==> config.mk <==
export PLATFORM = sky130hd
export DESIGN_NAME = lfsr_bus_slave
export DESIGN_NICKNAME = d
export VERILOG_FILES = /design/src/rtl/lfsr_bus_slave.sv
export SDC_FILE = /design/constraint.sdc
export NUM_CORES = 1
export LEC_CHECK = 0
export ABC_AREA = 1
export CAP_MARGIN = 20
export CORE_MARGIN = 10
export CORE_UTILIZATION = 31
export CTS_BUF_LIST = sky130_fd_sc_hd__clkbuf_16
export DETAILED_ROUTE_END_ITERATION = 7
export PLACE_DENSITY = 0.53
export SLEW_MARGIN = 40
export SYNTH_ARGS = -nofsm -noshare
export SYNTH_HDL_FRONTEND = slang
export SYNTH_SLANG_ARGS = --single-unit
==> constraint.sdc <==
create_clock -name clk_i -period 5.5 [get_ports clk_i]
set_clock_uncertainty 0.1 [all_clocks]
set_input_delay 1.1 -clock clk_i [delete_from_list [all_inputs] [get_ports clk_i]]
set_output_delay 1.1 -clock clk_i [all_outputs]
set_load 0.005 [all_outputs]
==> src/rtl/lfsr_bus_slave.sv <==
// Bus-mapped Galois LFSR engine with a small result FIFO.
// Host loads seed/count, starts a run and pops results through DATA.
module lfsr_bus_slave #(
   parameter logic [31:0] BASE_ADDR      = 32'h00000100,
   parameter logic [31:0] POLY           = 32'h80200003,
   parameter int          FIFO_DEPTH_POW = 3
) (
   input  logic        clk_i,
   input  logic        rst_i,
   input  logic        bus_req_i,
   input  logic        bus_we_i,
   input  logic [31:0] bus_addr_bi,
   input  logic [3:0]  bus_be_bi,
   input  logic [31:0] bus_wdata_bi,
   output logic        bus_ack_o,
   output logic        bus_resp_o,
   output logic [31:0] bus_rdata_bo,
   output logic        busy_o
);

   localparam int P = FIFO_DEPTH_POW;
   localparam logic [P:0]   FULL_CNT = {1'b1, {P{1'b0}}};
   localparam logic [P:0]   CNT_ONE  = {{P{1'b0}}, 1'b1};
   localparam logic [P-1:0] PTR_ONE  = {{(P-1){1'b0}}, 1'b1};

   typedef enum logic [1:0] {IDLE, RUN, PUSH} state_t;

   state_t      state, state_nxt;
   logic [31:0] rel;
   logic [2:0]  off;
   logic        hit, wr, rd;
   logic        wr_ctrl, wr_seed, wr_count;
   logic        start, flush, clr_uf;
   logic        rd_data, pop, push;
   logic        load, step, do_push;
   logic [31:0] seed_q, lfsr_q, lfsr_nxt, seed_val;
   logic [15:0] count_q, step_cnt;
   logic        uf_q, full, empty;
   logic [31:0] mem [1 << P];
   logic [P-1:0] rd_ptr, wr_ptr;
   logic [P:0]   fcnt;
   logic [31:0]  rdata_nxt;

   // Offset arithmetic keeps decode correct for any word-aligned base
   assign rel = bus_addr_bi - BASE_ADDR;
   assign off = rel[4:2];
   assign hit = bus_req_i && (rel[31:5] == '0) && (rel[1:0] == 2'b00);

   assign bus_ack_o = hit;
   assign wr = hit && bus_we_i && (bus_be_bi == 4'hF);
   assign rd = hit && !bus_we_i;

   assign wr_ctrl  = wr && (off == 3'd0);
   assign wr_seed  = wr && (off == 3'd1);
   assign wr_count = wr && (off == 3'd2);
   assign start    = wr_ctrl && bus_wdata_bi[0];
   assign flush    = wr_ctrl && bus_wdata_bi[1];
   assign clr_uf   = wr_ctrl && bus_wdata_bi[2];
   assign rd_data  = rd && (off == 3'd4);

   assign seed_val = (bus_wdata_bi == 32'h0) ? 32'h1 : bus_wdata_bi;
   assign lfsr_nxt = lfsr_q[0] ? ((lfsr_q >> 1) ^ POLY) : (lfsr_q >> 1);

   assign empty = (fcnt == '0);
   assign full  = (fcnt == FULL_CNT);
   assign pop   = rd_data && !empty;
   assign push  = do_push && !flush;

   assign busy_o = (state != IDLE);

   always_ff @(posedge clk_i or posedge rst_i) begin
      if (rst_i) state <= IDLE;
      else       state <= state_nxt;
   end

   always_comb begin
      state_nxt = state;
      unique case (state)
         IDLE: if (start) state_nxt = (count_q == 16'd0) ? PUSH : RUN;
         RUN:  if (step_cnt == 16'd1) state_nxt = PUSH;
         PUSH: if (!full || pop) state_nxt = IDLE;
         default: state_nxt = IDLE;
      endcase
   end

   always_comb begin
      load    = (state == IDLE) && start;
      step    = (state == RUN);
      do_push = (state == PUSH) && (!full || pop);
   end

   always_ff @(posedge clk_i or posedge rst_i) begin
      if (rst_i) begin
         lfsr_q   <= 32'h1;
         seed_q   <= 32'h1;
         count_q  <= 16'd1;
         step_cnt <= 16'd0;
      end else begin
         if (load) begin
            lfsr_q   <= seed_q;
            step_cnt <= count_q;
         end else if (step) begin
            lfsr_q   <= lfsr_nxt;
            step_cnt <= step_cnt - 16'd1;
         end else if (wr_seed && state == IDLE) begin
            lfsr_q <= seed_val;
         end
         // Chaining: a completed run becomes the next seed
         if (wr_seed)      seed_q <= seed_val;
         else if (do_push) seed_q <= lfsr_q;
         if (wr_count) count_q <= bus_wdata_bi[15:0];
      end
   end

   always_ff @(posedge clk_i) begin
      if (push) mem[wr_ptr] <= lfsr_q;
   end

   always_ff @(posedge clk_i or posedge rst_i) begin
      if (rst_i) begin
         rd_ptr <= '0;
         wr_ptr <= '0;
         fcnt   <= '0;
      end else if (flush) begin
         rd_ptr <= '0;
         wr_ptr <= '0;
         fcnt   <= '0;
      end else begin
         if (push) wr_ptr <= wr_ptr + PTR_ONE;
         if (pop)  rd_ptr <= rd_ptr + PTR_ONE;
         if (push && !pop)      fcnt <= fcnt + CNT_ONE;
         else if (pop && !push) fcnt <= fcnt - CNT_ONE;
      end
   end

   always_ff @(posedge clk_i or posedge rst_i) begin
      if (rst_i)                  uf_q <= 1'b0;
      else if (clr_uf)            uf_q <= 1'b0;
      else if (rd_data && empty)  uf_q <= 1'b1;
   end

   always_comb begin
      rdata_nxt = 32'h0;
      case (off)
         3'd0: rdata_nxt = {31'b0, busy_o};
         3'd1: rdata_nxt = seed_q;
         3'd2: rdata_nxt = {16'b0, count_q};
         3'd3: rdata_nxt = {16'b0, 8'(fcnt), 4'b0,
                            uf_q, full, empty, busy_o};
         3'd4: rdata_nxt = empty ? 32'h0 : mem[rd_ptr];
         default: rdata_nxt = 32'h0;
      endcase
   end

   always_ff @(posedge clk_i or posedge rst_i) begin
      if (rst_i) begin
         bus_resp_o   <= 1'b0;
         bus_rdata_bo <= 32'h0;
      end else begin
         bus_resp_o   <= rd;
         bus_rdata_bo <= rd ? rdata_nxt : 32'h0;
      end
   end

endmodule

Run 1, placed cells, one color a class:
The bar under the picture is 100 um long.
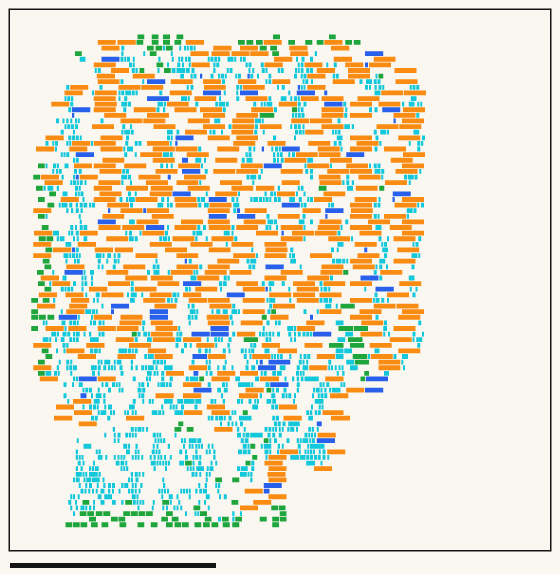
legend:
  green:
    class: other buffers and delay cells
    cells: 135
  orange:
    class: flip-flops
    cells: 398
  cyan:
    class: all other logic
    cells: 1326
  blue:
    class: clock drivers and dummy loads
    cells: 78

Run 1, signal wires by layer:
Only two layers are drawn.
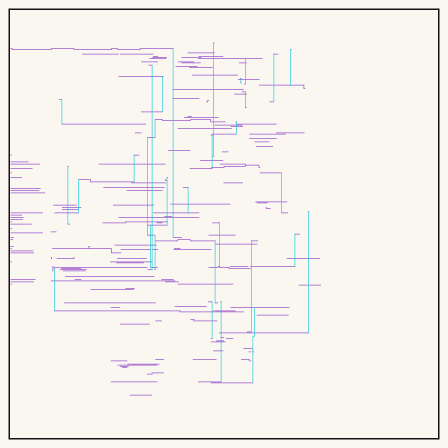
legend:
  purple:
    layer: met3
    wire_length: 2910 um
  cyan:
    layer: met4
    wire_length: 1070 um

==> reports/results.env, run 1 <==
POST-ROUTE-PERIOD-UTIL_PCT=87.8
SYN_INST=1825
VIAS_IN_THE_FIRST_GLOBAL_ROUTE=13400
COUNT_OF_LIBRARY_FLOPS_WITH_AN_ENABLE_PIN=256
END_KIND='primary output'
REGTOREGSTARTPOINT='rd_ptr[0]'
WORSTPATHBUFFERINVERTERCOUNT=3
IO_PINS=107
DETAIL_ROUTE.ITER0.VIOLATIONS=1174
MIN-DELAY-PATH-CLASS='flip-flop to flip-flop'
FLOORPLAN.DIE_AREA_UM2=68600
ROW_COUNT=88
GRT_PASS1_WL_MM=80.6
POST_ROUTE_CELLS_DRIVE_ABOVE_1_SHARE_PCT=8.21
SIMPLE_GATE_SHARE_PCT=16.5
POST_SYNTH_XOR_AREA_FRACTION_PCT=0.628
POST_CTS_BUFFERS=0
DETAIL_ROUTE.DRC_VIOLATIONS=0
WHS_PATH_DEPTH=2
ROUTED-WL-MET2_MM=25.5
TIMING_WORST_SLEW_PIN_VALUE_NS=0.829
TIMING.CRITICAL_PATH.MODE_CELL='sky130_fd_sc_hd__nand2_1'
CRITICAL_PATH.TOP_DELAY_FAMILY='buffers and inverters'
CLOCK_SLEW_AT_REPORTED_PATH_FFS_NS=0.06
WORST-ENDPOINT-REQUIRED_NS=4.30
FINAL_LAYOUT_TOP_LOGIC_CELL='sky130_fd_sc_hd__nor2_1'
CORE_AREA_UM2=57800
GP_CONGESTION=0.813
HOLD-PATH-ENDPOINT='count_q[9]'
SYN_AREA_UM2=18100
FINALHOLDVIOLATIONS=0
CLOCK_TREE.HTREE_LEVEL_COUNT=2
SYNTH.AREA.MUX_SHARE_PCT=0
WORSTHOLDSTART='count_q[9]'
CELLS_IN_SYNTH_STAT_TXT=1825
YS_ASYNC_SR_FRACTION_PCT=35.7
REG2REG_SETUP_SLACK_NS=2.44
SYNTH.NET_COUNT=1905
TOP_LAYER_USED='met4'
YS_SEQ_SHARE_PCT=62.0
YOSYS_WARNINGS=0
CLOCK_LATENCY_NS=0.57
SYNTH.FF_LATCH_COUNT=398
CTS_ROOT_BUF='sky130_fd_sc_hd__clkbuf_16'
ADDER_SHARE_PCT=0.593
MAXIMUM_NUMBER_OF_PINS_ON_ONE_NET_BEFORE_GLOBAL_ROUTE_REPAIR=93
UNREPAIRED_SETUP_ENDPOINTS_AFTER_GLOBAL_ROUTING='false'
NNETSFINAL=1983
ANTENNA_CELLS_INSERTED=0
VIAS_PER_CELL=5.05
SYNTH.COMB.LARGEST_FAMILY='simple AND/OR/NAND/NOR gates'
CTS_TREE='built'
CRITPATHLAUNCHTYPE='input pin'
GRT_ANTENNA_BEFORE_REPAIR=0
ROUTE.MET3.WL_MM=2.91
STATUS='complete, no violations'
MAX-CLOCK-PATH-BUFFERS=3
REG2REGPATHDEPTH=7
CTS_REPAIR_RESIZE_COUNT=0
YOSYS_AREA_UM2=18100
CRITICAL_PATH.MAX_FANOUT=7
FIN_SETUP_TNS_NS=0
GRT_REMAINING_OVERFLOW=0
WORSTSETUPENDPOINT='bus_ack_o'
TOTAL_GLOBAL_ROUTE_TRACK_USAGE_PCT=15.1
REPORT.POWER.TOTAL_mW=6.13
SLEW_HEADROOM_PCT=44.7
DRT-PASS1-ITER-COUNT=5
ANTENNA_VIOLATING_NETS_POST_ROUTE=0
CRITICAL_PATH_CELL_COUNT=12
PORT_BUFFERS=106
DP_HPWL_MM=33.1
CRITICALPATHCATEGORY='input pin to primary output'
WL_PER_CELL_UM=19.5
LAYOUT_TOP_CELLS_EXCL_FILL_TAP='297 x sky130_fd_sc_hd__nor2_1, 262 x sky130_fd_sc_hd__nand2_1, 256 x sky130_fd_sc_hd__edfxtp_1, 226 x sky130_fd_sc_hd__o21ai_0, 137 x sky130_fd_sc_hd__dfrtp_1'
CP-STARTPOINT='bus_addr_bi[8]'
R2R_END='bus_rdata_bo[0]'
INITIAL_CORE_UTIL_PCT=31.4
FMAXACHIEVABLE_MHz=207
FILLER_CELL_COUNT=5739
WORSTPATHARRIVAL_NS=3.63
WL_MET1_MM=23.1
FINALSETUPVIOLCOUNT=0
SYNTHESIS.AREA_PER_INSTANCE_UM2=9.94
CP_SLOWEST_STAGE_DELAY_NS=0.58
TOTALWIRELENGTH_MM=52.6
AOI_SHARE_PCT=15.0
LEAKAGE_nW=8.80
WORST_PATH_MAX_DELAY_CELL='sky130_fd_sc_hd__clkdlybuf4s50_1'
FINAL_MAX_SLEW_VIOLATION_COUNT=0
Run 1, clock nets:
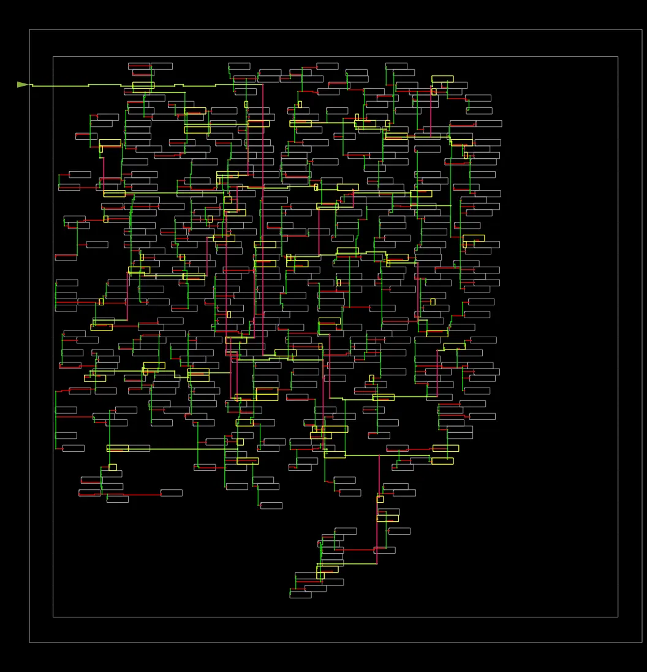
total number of sequential cells: 398
CTS buffer count: 42

Run 1, PDN straps and rails:
Pins as bars on the die edge.
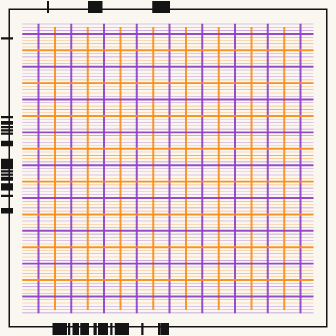
legend:
  orange:
    net: VDD
  purple:
    net: VSS
signal pins: 107
met4 straps: 17
met5 straps: 17

## run 1: per-layer routing
layer	vias to the layer above	global-route usage (%)
met3	66	2.47
met1	6698	19.9
li1	6524	-
met4	0	4.34
met2	357	25.4
met5	-	0
## run 1: flip-flops by register name (all words and copies together), names as in the netlist, 4 cells and up
signal / flops
step_cnt: 16
fcnt: 4
count_q: 16
lfsr_q: 32
bus_rdata_bo: 32
mem: 256
seed_q: 32
## run 1: final cells by class
type | instances | area [um^2] | share of cell area (%)
Clock buffer | 45 | 1130 | 5.23
Sequential cell | 398 | 11200 | 52.3
Clock inverter | 33 | 255 | 1.19
Inverter | 128 | 488 | 2.27
Timing Repair Buffer | 135 | 1410 | 6.54
Tap cell | 765 | 957 | 4.45
Multi-Input combinational cell | 1198 | 6040 | 28.1
## run 1: through the flow
step	util, %	worst slack [ns]	std cells	instance area [um^2]	hold WS, ns
after floorplan	-	0.495	1825	18100	0.353
after global placement	34.7	0.653	2622	20100	0.372
after detailed placement	34.8	0.622	2622	20100	0.378
after CTS	37.1	0.672	2700	21500	0.393
after global routing	37.2	0.383	2702	21500	0.445
final	37.2	0.669	2702	21500	0.392
## run 1: synth_stat cells, drive strengths merged (14+ instances only)
cell type,number,share of area [%]
clkbuf,74,1.5
o221ai,60,2.9
nor2,321,7.0
o22ai,14,0.48
inv,126,2.6
nand4,22,0.76
nand3,80,2.4
dfrtp,139,19
buf,27,1.0
o21ai,238,6.6
a21oi,116,3.5
edfxtp,256,42
nand2,266,5.6
## run 1: power breakdown
part / total, mW / switching, mW / leakage [nW] / internal (mW)
Combinational: 0.166 / 0.102 / 3.24 / 0.0638
Clock: 2.81 / 1.22 / 0.695 / 1.59
Sequential: 3.16 / 0.00000000186 / 4.86 / 3.16
Run 1, clock wires, drivers and flops:
The bar under the picture is 100 um long.
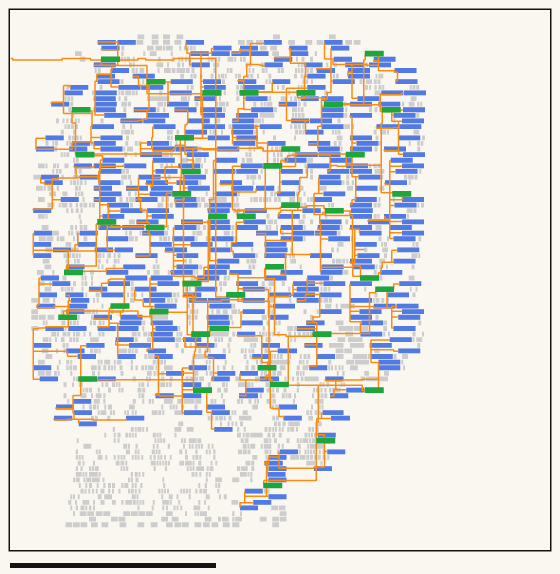

==> run 2: changes to the inputs <==
--- a/config.mk
+++ b/config.mk
@@ -7,11 +7,13 @@
 export LEC_CHECK = 0
 export ABC_AREA = 1
 export CAP_MARGIN = 20
+export CELL_PAD_IN_SITES_DETAIL_PLACEMENT = 1
+export CELL_PAD_IN_SITES_GLOBAL_PLACEMENT = 1
 export CORE_MARGIN = 10
 export CORE_UTILIZATION = 31
 export CTS_BUF_LIST = sky130_fd_sc_hd__clkbuf_16
 export DETAILED_ROUTE_END_ITERATION = 7
-export PLACE_DENSITY = 0.53
+export PLACE_DENSITY = 0.59
 export SLEW_MARGIN = 40
 export SYNTH_ARGS = -nofsm -noshare
 export SYNTH_HDL_FRONTEND = slang
==> constraint.sdc (replaced) <==
create_clock -name clk_i -period 4.95 [get_ports clk_i]
set_clock_uncertainty 0.1 [all_clocks]
set_input_delay 0.99 -clock clk_i [delete_from_list [all_inputs] [get_ports clk_i]]
set_output_delay 0.99 -clock clk_i [all_outputs]
set_load 0.005 [all_outputs]
Run 2, clock wires, drivers and flops:
The bar under the picture is 100 um long.
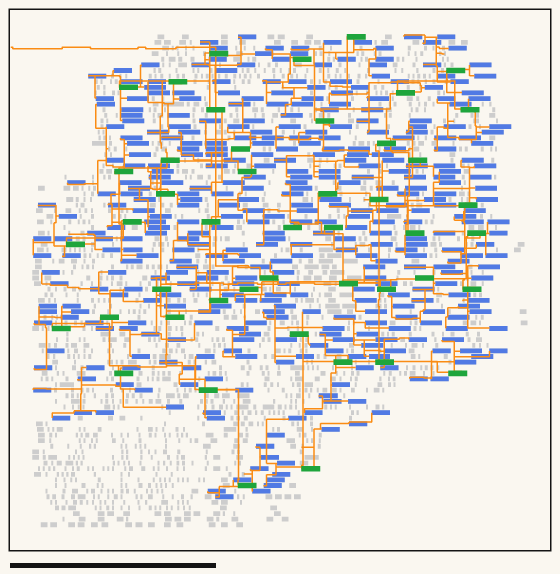
legend:
  green:
    item: cells driving clock nets
    count: 46
  orange:
    item: clock wires
    length: 5670 um
  blue:
    item: flip-flops
    count: 398
routed clock nets: 47
portion of total power attributed to the clock network: 45.6%
latest clock arrival within the worst-skew pair: 0.58 ns

Run 2, placed cells, one color a class:
The bar under the picture is 100 um long.
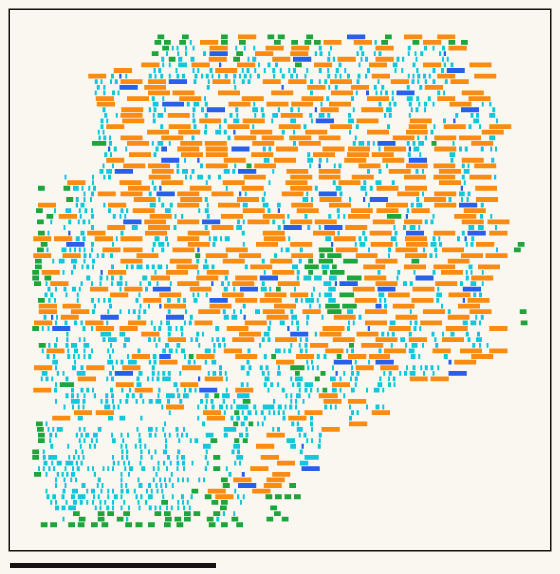
legend:
  orange:
    class: flip-flops
    cells: 398
  green:
    class: other buffers and delay cells
    cells: 146
  cyan:
    class: all other logic
    cells: 1326
  blue:
    class: clock drivers and dummy loads
    cells: 86
number of core rows: 88
Post-Layout Inst Area: 21600 um^2

==> reports/results.env, run 2 <==
STATUS='complete, no violations'
TOTALWIRELENGTH_MM=59.9  # +14%
WHS_PATH_DEPTH=2  # unchanged
PEAKVDDDROP_uV=242
CELLS_IN_SYNTH_STAT_TXT=1825  # unchanged
CRITICAL_PATH.MAX_FANOUT=7  # unchanged
POST_SYNTH_MOST_FREQUENT_CELLS='306 x sky130_fd_sc_hd__nor2_1, 262 x sky130_fd_sc_hd__nand2_1, 256 x sky130_fd_sc_hd__edfxtp_1'
REG2REG_SETUP_SLACK_NS=1.83  # -0.61 ns
WHS_NS=0.390  # -0.00110 ns
IO_PINS=107  # unchanged
WL_PER_CELL_UM=22.0  # +13%
VIAS_PER_CELL=5.18  # +2.6%
ANTENNA_CELLS_INSERTED=0  # unchanged
FINAL_PERIOD_MINUS_WORST_SETUP_SLACK_NS=4.60
LAYOUT_TOP_CELLS_EXCL_FILL_TAP='296 x sky130_fd_sc_hd__nor2_1, 262 x sky130_fd_sc_hd__nand2_1, 256 x sky130_fd_sc_hd__edfxtp_1, 226 x sky130_fd_sc_hd__o21ai_0, 144 x sky130_fd_sc_hd__inv_1'
PRE_CTS_WS_NS=0.0244  # -0.597 ns
MIN-DELAY-PATH-CLASS='flip-flop to flip-flop'
SYN_AREA_UM2=18100  # unchanged
GLOBAL_ROUTE.USAGE.MET2_PCT=27.8  # +2.4 points
GLOBAL_ROUTE.PEAK_USAGE_LAYER='met2'
USE_MET3_PCT=2.51  # +0.048 points
DIE_WIDTH_UM=262
SEQ_POWER_SHARE_PCT=51.6  # about the same
REGTOREGSTARTPOINT='fcnt[1]'
GP_CONGESTION=0.820  # +0.82%
CTS_ROOT_BUF='sky130_fd_sc_hd__clkbuf_16'
SYN_INST=1825  # unchanged
YOSYS-TOP-CELLS-AREA='sky130_fd_sc_hd__edfxtp_1 42%, sky130_fd_sc_hd__dfrtp_1 19%, sky130_fd_sc_hd__nor2_1 6.3%, sky130_fd_sc_hd__o21ai_0 6.2%, sky130_fd_sc_hd__nand2_1 5.4%'
YOSYS.AREA.TOP_TYPE='sky130_fd_sc_hd__edfxtp_1'
MAX_CAP_VIOLATIONS=0
VIAS=14100
YOSYS_AREA_UM2=18100  # unchanged
TOTAL_GLOBAL_ROUTE_TRACK_USAGE_PCT=17.4  # +2.3 points
CRITICAL_PATH.TOP_DELAY_FAMILY='buffers and inverters'
P_PER_AREA_nW_PER_UM2=315
SYNTH.FF_LATCH_COUNT=398  # unchanged
DIE_OUTLINE_HEIGHT_UM=262
CRIT_PATH_CELL_TRACE='clkdlybuf4s50_1 > inv_1 > ha_1 > nand2_1 > nor2_2 > nand3b_1 > nand2_1 > nand3_1 > nor2_1 > nand2_1 > nor2_4 > clkdlybuf4s50_1'
CRITICALPATHCATEGORY='input pin to primary output'
GLOBALROUTEMET1UTIL_PCT=24.6  # +4.6 points
POWER.SWITCHING_mW=1.49  # +13%
POWER_FRAC_COMB_PCT=2.9  # +0.2 points
HOLD-PATH-ENDPOINT='count_q[10]'
FINALHOLDVIOLATIONS=0  # unchanged
WORST_SLACK_NS=0.353  # -0.316 ns
ANTENNA_VIOLATING_NETS_POST_ROUTE=0  # unchanged
MAXIMUM_NUMBER_OF_PINS_ON_ONE_NET_BEFORE_GLOBAL_ROUTE_REPAIR=98  # +5.4%
WORSTPATHARRIVAL_NS=3.51  # -0.12 ns
NUMPLACEDINSTANCES=2635  # +0.50%
COUNT_OF_LIBRARY_FLOPS_WITH_AN_ENABLE_PIN=256  # unchanged
SLEW_HEADROOM_PCT=45.0  # +0.30 points
PLACEDINSTANCEAREA_UM2=20300  # +0.97%
CORE_AREA_UM2=57800  # unchanged
YS_ASYNC_SR_FRACTION_PCT=35.7  # unchanged
YOSYSMOSTFREQUENTCELL='sky130_fd_sc_hd__nor2_1'
POST_CTS_BUFFERS=0  # unchanged
LARGEST_REGISTER_FFS=256  # unchanged
YS_SEQ_SHARE_PCT=62.0  # unchanged
YS_TYPES=49
SYNTH.NET_COUNT=1905  # unchanged
REPORT.POWER.TOTAL_mW=6.81  # +11%
CP_SLOWEST_STAGE_DELAY_NS=0.57  # about the same
FIN_CELLS=2721  # +0.70%
R2R_END='fcnt[3]'
CRITPATHLAUNCHTYPE='input pin'
INTERNAL-POWER_mW=5.31  # +10%
TIMING.CRITICAL_PATH.MODE_CELL='sky130_fd_sc_hd__nand2_1'
GRT_ANTENNA_BEFORE_REPAIR=1  # +1
YOSYS_WARNINGS=0  # unchanged
WORSTHOLDSTART='count_q[10]'
POST-ROUTE-UTIL_PCT=37.4  # +0.20 points
PORT_BUFFERS=106  # unchanged
WORST-ENDPOINT-REQUIRED_NS=3.86  # -0.44 ns
FIN_SETUP_TNS_NS=0  # unchanged
TOP_AREA_SHARE_PCT=42.4  # unchanged
WARNINGS=27
TIMING_WORST_SLEW_PIN_VALUE_NS=0.825  # -0.00450 ns
INITIAL_CORE_UTIL_PCT=31.4  # unchanged
LEAKAGE_nW=8.93  # +1.5%
UNREPAIRED_SETUP_ENDPOINTS_AFTER_GLOBAL_ROUTING='false'
FILLER_CELL_COUNT=6476  # +13%
SWSHARE_PCT=21.9  # +0.44 points
CTS_REPAIR_RESIZE_COUNT=0  # unchanged
NNETSFINAL=1998  # +0.76%
FLOORPLAN.DIE_AREA_UM2=68600  # unchanged
CLOCK_TREE.HTREE_LEVEL_COUNT=2  # unchanged
POST_ROUTE_CELLS_DRIVE_ABOVE_1_SHARE_PCT=8.13  # -0.080 points
DETAIL_ROUTE.ITER0.VIOLATIONS=988  # -16%
FINAL_LAYOUT_TOP_LOGIC_CELL='sky130_fd_sc_hd__nor2_1'
END_KIND='primary output'
FINAL_MAX_SLEW_VIOLATION_COUNT=0  # unchanged
WORST_PATH_MAX_DELAY_CELL='sky130_fd_sc_hd__clkdlybuf4s50_1'
GRT_REMAINING_OVERFLOW=0  # unchanged
TRITONCTS_NUM_SINKS=398
DETAIL_ROUTE.DRC_VIOLATIONS=0  # unchanged
VIAS_IN_THE_FIRST_GLOBAL_ROUTE=14600  # +9.3%
FINALSETUPVIOLCOUNT=0  # unchanged
MAX-CLOCK-PATH-BUFFERS=3  # unchanged
SYNTHESIS.AREA_PER_INSTANCE_UM2=9.94  # unchanged
REG2REGPATHDEPTH=15  # +8
CLOCK_SLEW_AT_REPORTED_PATH_FFS_NS=0.05  # about the same
FMAXACHIEVABLE_MHz=218
HOLDBUFCOUNTCTS=0
WORSTPATHBUFFERINVERTERCOUNT=3  # unchanged
DRT-PASS1-ITER-COUNT=5  # unchanged
GRT_PASS1_WL_MM=91.8  # +14%
CTS_TREE='built'
POST-ROUTE-PERIOD-UTIL_PCT=92.9
DP_HPWL_MM=39.9  # +21%
YS_FLOP_TYPE='sky130_fd_sc_hd__edfxtp_1'
FLOW.AREA_GROWTH_FROM_SYNTHESIS_PCT=19.3
REGISTER_WITH_THE_MOST_FLIP_FLOPS='mem'
Run 2, clock nets:
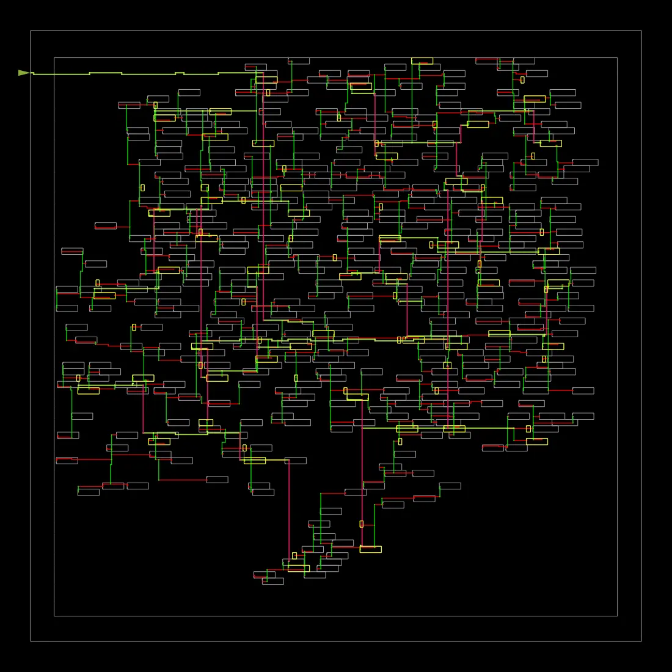
clock group total power: 3.10 mW
number of clock buffer instances in the layout: 46
CTS buffer count: 46

run 2: worst max-delay path by stage:
stage,start,to,cells past startpoint
6_report,bus_addr_bi[8],bus_ack_o,12
5_1_grt,bus_addr_bi[8],bus_ack_o,12
4_1_cts,bus_addr_bi[8],bus_ack_o,12
3_5_place_dp,bus_addr_bi[8],fcnt[3],23
3_3_place_gp,bus_addr_bi[8],step_cnt[3],20
2_1_floorplan,rst_i,bus_rdata_bo[0],1
run 2: cell type report:
| type | instances | area [um^2] | share of cell area, % |
|---|---|---|---|
| clock buffers | 46 | 1150 | 5.32 |
| repair buffers | 146 | 1560 | 7.19 |
| flip-flops and latches | 398 | 11200 | 52.0 |
| clock inverters | 40 | 203 | 0.937 |
| well taps | 765 | 957 | 4.42 |
| inverters | 128 | 489 | 2.26 |
| multi-input cells | 1198 | 6030 | 27.9 |
run 2: per-layer routing:
metal	wire [um]	share of wire, %
met1	28200	47
met4	1050	1.8
met5	0	0
met3	2700	4.5
met2	28000	47
run 2: worst min-delay path, stage by stage, from the launching register on:
cell and delay (ns):
sky130_fd_sc_hd__dfrtp_1 0.34, sky130_fd_sc_hd__nand2_1 0.05, sky130_fd_sc_hd__o21ai_0 0.06
run 2: kinds of logic after synthesis:
kind of cell / after synthesis / share of synthesized area, %
xor+xnor: 13 / 0.628
fa+ha+maj: 8 / 0.593
simple gates: 713 / 16.5
buf+inv: 229 / 5.22
compound gates: 464 / 15.0
flops: 398 / 62.0
run 2: power groups by stage:
stage	registers, mW	clock network [mW]	logic [mW]
6_report	3.51	3.10	0.195
3_5_place_dp	3.58	0	0.197
5_1_grt	3.51	3.31	0.215
4_1_cts	3.51	3.18	0.198
3_3_place_gp	3.58	0	0.197
2_1_floorplan	3.58	0	0.0749
Run 2, signal wires by layer:
Only two layers are drawn.
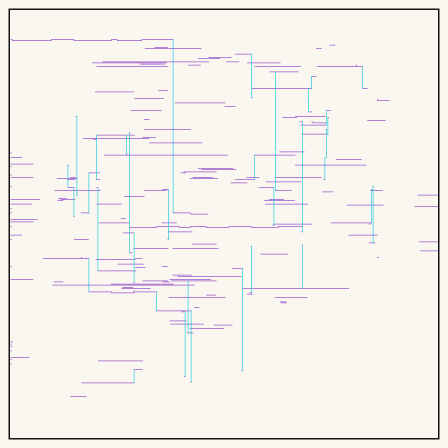

==> run 3: changes to the inputs <==
--- a/config.mk
+++ b/config.mk
@@ -14,7 +14,6 @@
 export CTS_BUF_LIST = sky130_fd_sc_hd__clkbuf_16
 export DETAILED_ROUTE_END_ITERATION = 7
 export PLACE_DENSITY = 0.59
-export SLEW_MARGIN = 40
 export SYNTH_ARGS = -nofsm -noshare
 export SYNTH_HDL_FRONTEND = slang
 export SYNTH_SLANG_ARGS = --single-unit
Run 3, signal wires by layer:
Only two layers are drawn.
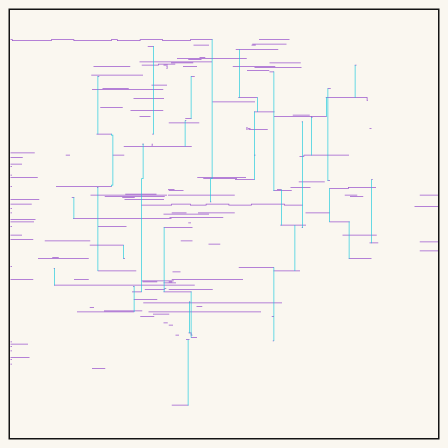
legend:
  purple:
    layer: met3
    wire_length: 2510 um
  cyan:
    layer: met4
    wire_length: 1080 um

Run 3, PDN straps and rails:
Pins as bars on the die edge.
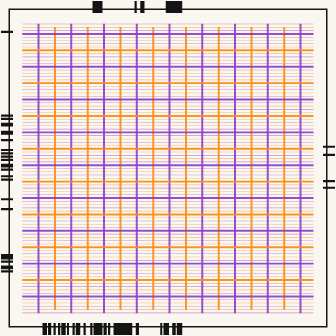
legend:
  purple:
    net: VSS
  orange:
    net: VDD
met5 straps: 17
met1 rails: 89
met4 straps: 17
signal pins: 107
rows: 88
area of the placeable core: 57800 um^2
die outline height: 262 um
Max IR drop VDD: 235 uV
overall die width: 262 um

Run 3, clock nets:
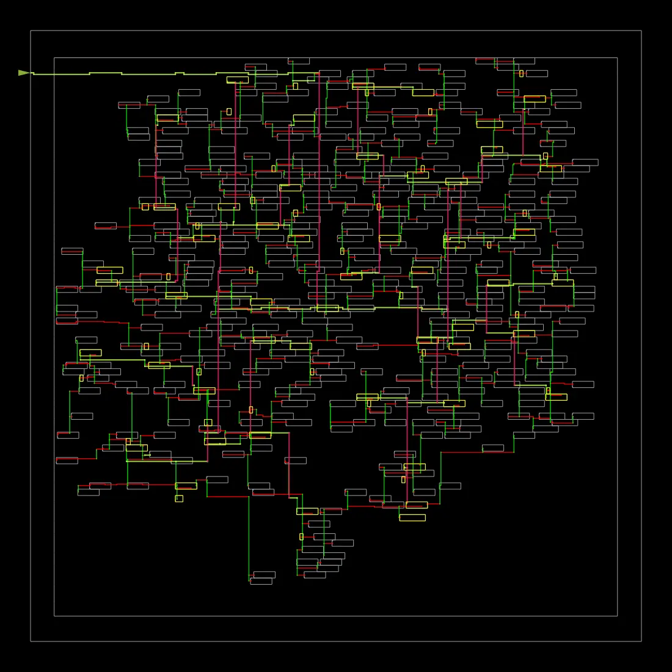
number of clock buffer instances in the layout: 47
sink count of the clock tree: 398

==> reports/results.env, run 3 <==
NNETSFINAL=1998  # unchanged
CTS_BUFFERS=46  # unchanged
FIN_SETUP_TNS_NS=0  # unchanged
PLACEDINSTANCEAREA_UM2=20300  # about the same
STATUS='complete, no violations'
SIMPLE_GATE_SHARE_PCT=16.5  # unchanged
FINAL_LAYOUT_TOP_LOGIC_CELL='sky130_fd_sc_hd__nor2_1'
FINALSETUPVIOLCOUNT=0  # unchanged
SYNTH.AREA.MUX_SHARE_PCT=0  # unchanged
USE_MET3_PCT=2.51  # unchanged
NUMPLACEDINSTANCES=2635  # unchanged
SYN_AREA_UM2=18100  # unchanged
YOSYS_AREA_UM2=18100  # unchanged
CRITICAL_PATH.MAX_FANOUT=7  # unchanged
WL_PER_CELL_UM=21.9  # -0.64%
FMAXACHIEVABLE_MHz=217  # -0.16%
POST-ROUTE-PERIOD-UTIL_PCT=93.0  # +0.15 points
GLOBALROUTEMET1UTIL_PCT=24.2  # -0.35 points
ADDER_SHARE_PCT=0.593  # unchanged
IO_PINS=107  # unchanged
LAYOUT_TOP_CELLS_EXCL_FILL_TAP='297 x sky130_fd_sc_hd__nor2_1, 262 x sky130_fd_sc_hd__nand2_1, 256 x sky130_fd_sc_hd__edfxtp_1, 226 x sky130_fd_sc_hd__o21ai_0, 137 x sky130_fd_sc_hd__dfrtp_1'
GLOBAL_ROUTE.PEAK_USAGE_LAYER='met2'
SLEW_HEADROOM_PCT=27.4  # -18 points
GP_CONGESTION=0.820  # unchanged
FILLER_CELL_COUNT=6456  # -0.31%
P_PER_AREA_nW_PER_UM2=321  # +2.1%
CRITPATHLAUNCHTYPE='input pin'
POST_CTS_BUFFERS=0  # unchanged
FINAL_PERIOD_MINUS_WORST_SETUP_SLACK_NS=4.60  # +0.00720 ns
GLOBAL_ROUTE.USAGE.MET2_PCT=28.0  # +0.19 points
POST_SYNTH_XOR_AREA_FRACTION_PCT=0.628  # unchanged
REGISTER_WITH_THE_MOST_FLIP_FLOPS='mem'
YS_TYPES=49  # unchanged
TIMING_WORST_SLEW_PIN_VALUE_NS=1.09  # +0.264 ns
WHS_PATH_DEPTH=2  # unchanged
VIAS=14100  # -0.20%
WORSTPATHARRIVAL_NS=3.51  # about the same
INITIAL_CORE_UTIL_PCT=31.4  # unchanged
ROUTE.MET3.WL_MM=2.51  # -7.0%
LEAKAGE_nW=8.93  # about the same
LARGEST_REGISTER_FFS=256  # unchanged
UNREPAIRED_SETUP_ENDPOINTS_AFTER_GLOBAL_ROUTING='false'
CELLS_IN_SYNTH_STAT_TXT=1825  # unchanged
TOP_LAYER_USED='met4'
AOI_SHARE_PCT=15.0  # unchanged
CTS_REPAIR_RESIZE_COUNT=0  # unchanged
WHS_NS=0.391  # +0.000160 ns
REG2REGPATHDEPTH=6  # -9
FINAL_MAX_SLEW_VIOLATION_COUNT=0  # unchanged
WL_MET1_MM=28.0  # -0.72%
WORST-ENDPOINT-REQUIRED_NS=3.86  # about the same
YS_FLOP_TYPE='sky130_fd_sc_hd__edfxtp_1'
HOLDBUFCOUNTCTS=0  # unchanged
WORST_SLACK_NS=0.346  # -0.00720 ns
HOLD-PATH-ENDPOINT='count_q[10]'
ROW_COUNT=88  # unchanged
CLOCK_LATENCY_NS=0.57  # about the same
POST-ROUTE-UTIL_PCT=37.5  # +0.084 points
CTS_ROOT_BUF='sky130_fd_sc_hd__clkbuf_16'
CP-STARTPOINT='bus_addr_bi[8]'
DETAIL_ROUTE.DRC_VIOLATIONS=0  # unchanged
REG2REG_SETUP_SLACK_NS=1.85  # +0.02 ns
ROUTED-WL-MET2_MM=27.9  # -0.16%
ANTENNA_VIOLATING_NETS_POST_ROUTE=0  # unchanged
YOSYS.AREA.TOP_TYPE='sky130_fd_sc_hd__edfxtp_1'
VIAS_PER_CELL=5.17  # -0.16%
YOSYSMOSTFREQUENTCELL='sky130_fd_sc_hd__nor2_1'
GRT_ANTENNA_BEFORE_REPAIR=0  # -1
SYNTHESIS.AREA_PER_INSTANCE_UM2=9.94  # unchanged
PRE_CTS_WS_NS=-0.0562  # -0.0806 ns
MAX_CAP_VIOLATIONS=0  # unchanged
GRT_REMAINING_OVERFLOW=0  # unchanged
END_KIND='primary output'
POST_ROUTE_CELLS_DRIVE_ABOVE_1_SHARE_PCT=8.39  # +0.26 points
R2R_END='lfsr_q[20]'
CRITICALPATHCATEGORY='input pin to primary output'
ANTENNA_CELLS_INSERTED=0  # unchanged
DRT-PASS1-ITER-COUNT=5  # unchanged
WORSTHOLDSTART='count_q[10]'
CLOCK_SLEW_AT_REPORTED_PATH_FFS_NS=0.06  # about the same
MIN-DELAY-PATH-CLASS='flip-flop to flip-flop'
MAXIMUM_NUMBER_OF_PINS_ON_ONE_NET_BEFORE_GLOBAL_ROUTE_REPAIR=98  # unchanged
SYNTH.FF_LATCH_COUNT=398  # unchanged
VIAS_IN_THE_FIRST_GLOBAL_ROUTE=14600  # -0.12%
REGTOREGSTARTPOINT='state[1]'
YS_ASYNC_SR_FRACTION_PCT=35.7  # unchanged
MAX-CLOCK-PATH-BUFFERS=3  # unchanged
POST_SYNTH_MOST_FREQUENT_CELLS='306 x sky130_fd_sc_hd__nor2_1, 262 x sky130_fd_sc_hd__nand2_1, 256 x sky130_fd_sc_hd__edfxtp_1'
==> run 3: worst max-delay path, stage by stage <==
cell,delay [ns]
sky130_fd_sc_hd__clkdlybuf4s50_1,0.42
sky130_fd_sc_hd__inv_1,0.19
sky130_fd_sc_hd__ha_1,0.26
sky130_fd_sc_hd__nand2_1,0.14
sky130_fd_sc_hd__nor2_2,0.28
sky130_fd_sc_hd__nand3b_1,0.13
sky130_fd_sc_hd__nand2_1,0.10
sky130_fd_sc_hd__nand3_1,0.08
sky130_fd_sc_hd__nor2_1,0.10
sky130_fd_sc_hd__nand2_1,0.12
sky130_fd_sc_hd__nor2_4,0.15
sky130_fd_sc_hd__clkdlybuf4s50_1,0.56
==> run 3: layout make-up <==
class / count / area (um^2) / area share [%]
timing repair buffer: 146 / 1550 / 7.14
multi-input combinational: 1198 / 6030 / 27.8
tap: 765 / 957 / 4.41
clock inverter: 38 / 245 / 1.13
clock buffer: 47 / 1180 / 5.42
sequential: 398 / 11200 / 51.9
inverter: 128 / 487 / 2.24
==> run 3: worst max-delay path by stage <==
stage                            to  slack, ns  cells past startpoint
floorplan           bus_rdata_bo[0]       0.06                      1
global placement        step_cnt[3]       0.08                     20
detailed placement      step_cnt[3]      -0.06                     20
CTS                       bus_ack_o       0.33                     12
global route              bus_ack_o       0.12                     12
finish                    bus_ack_o       0.35                     12
==> run 3: power breakdown <==
part / switching (mW) / leakage, nW / internal (mW)
clock network: 1.39 / 0.752 / 1.87
logic: 0.122 / 3.31 / 0.0724
registers: 0.00000000152 / 4.86 / 3.51
total: 1.51 / 8.93 / 5.45
==> run 3: logic make-up (layout without fill, tap and decap cells) <==
kind of cell,count (synthesis),after routing
AOI/OAI and AO/OA,464,464
buffers and inverters,229,359
xor gates and xnor gates,13,13
adders and majority gates,8,8
and+or+nand+nor,713,713
DFF,398,398
Power figures rest on the tool's default switching activity, not on a simulated workload.
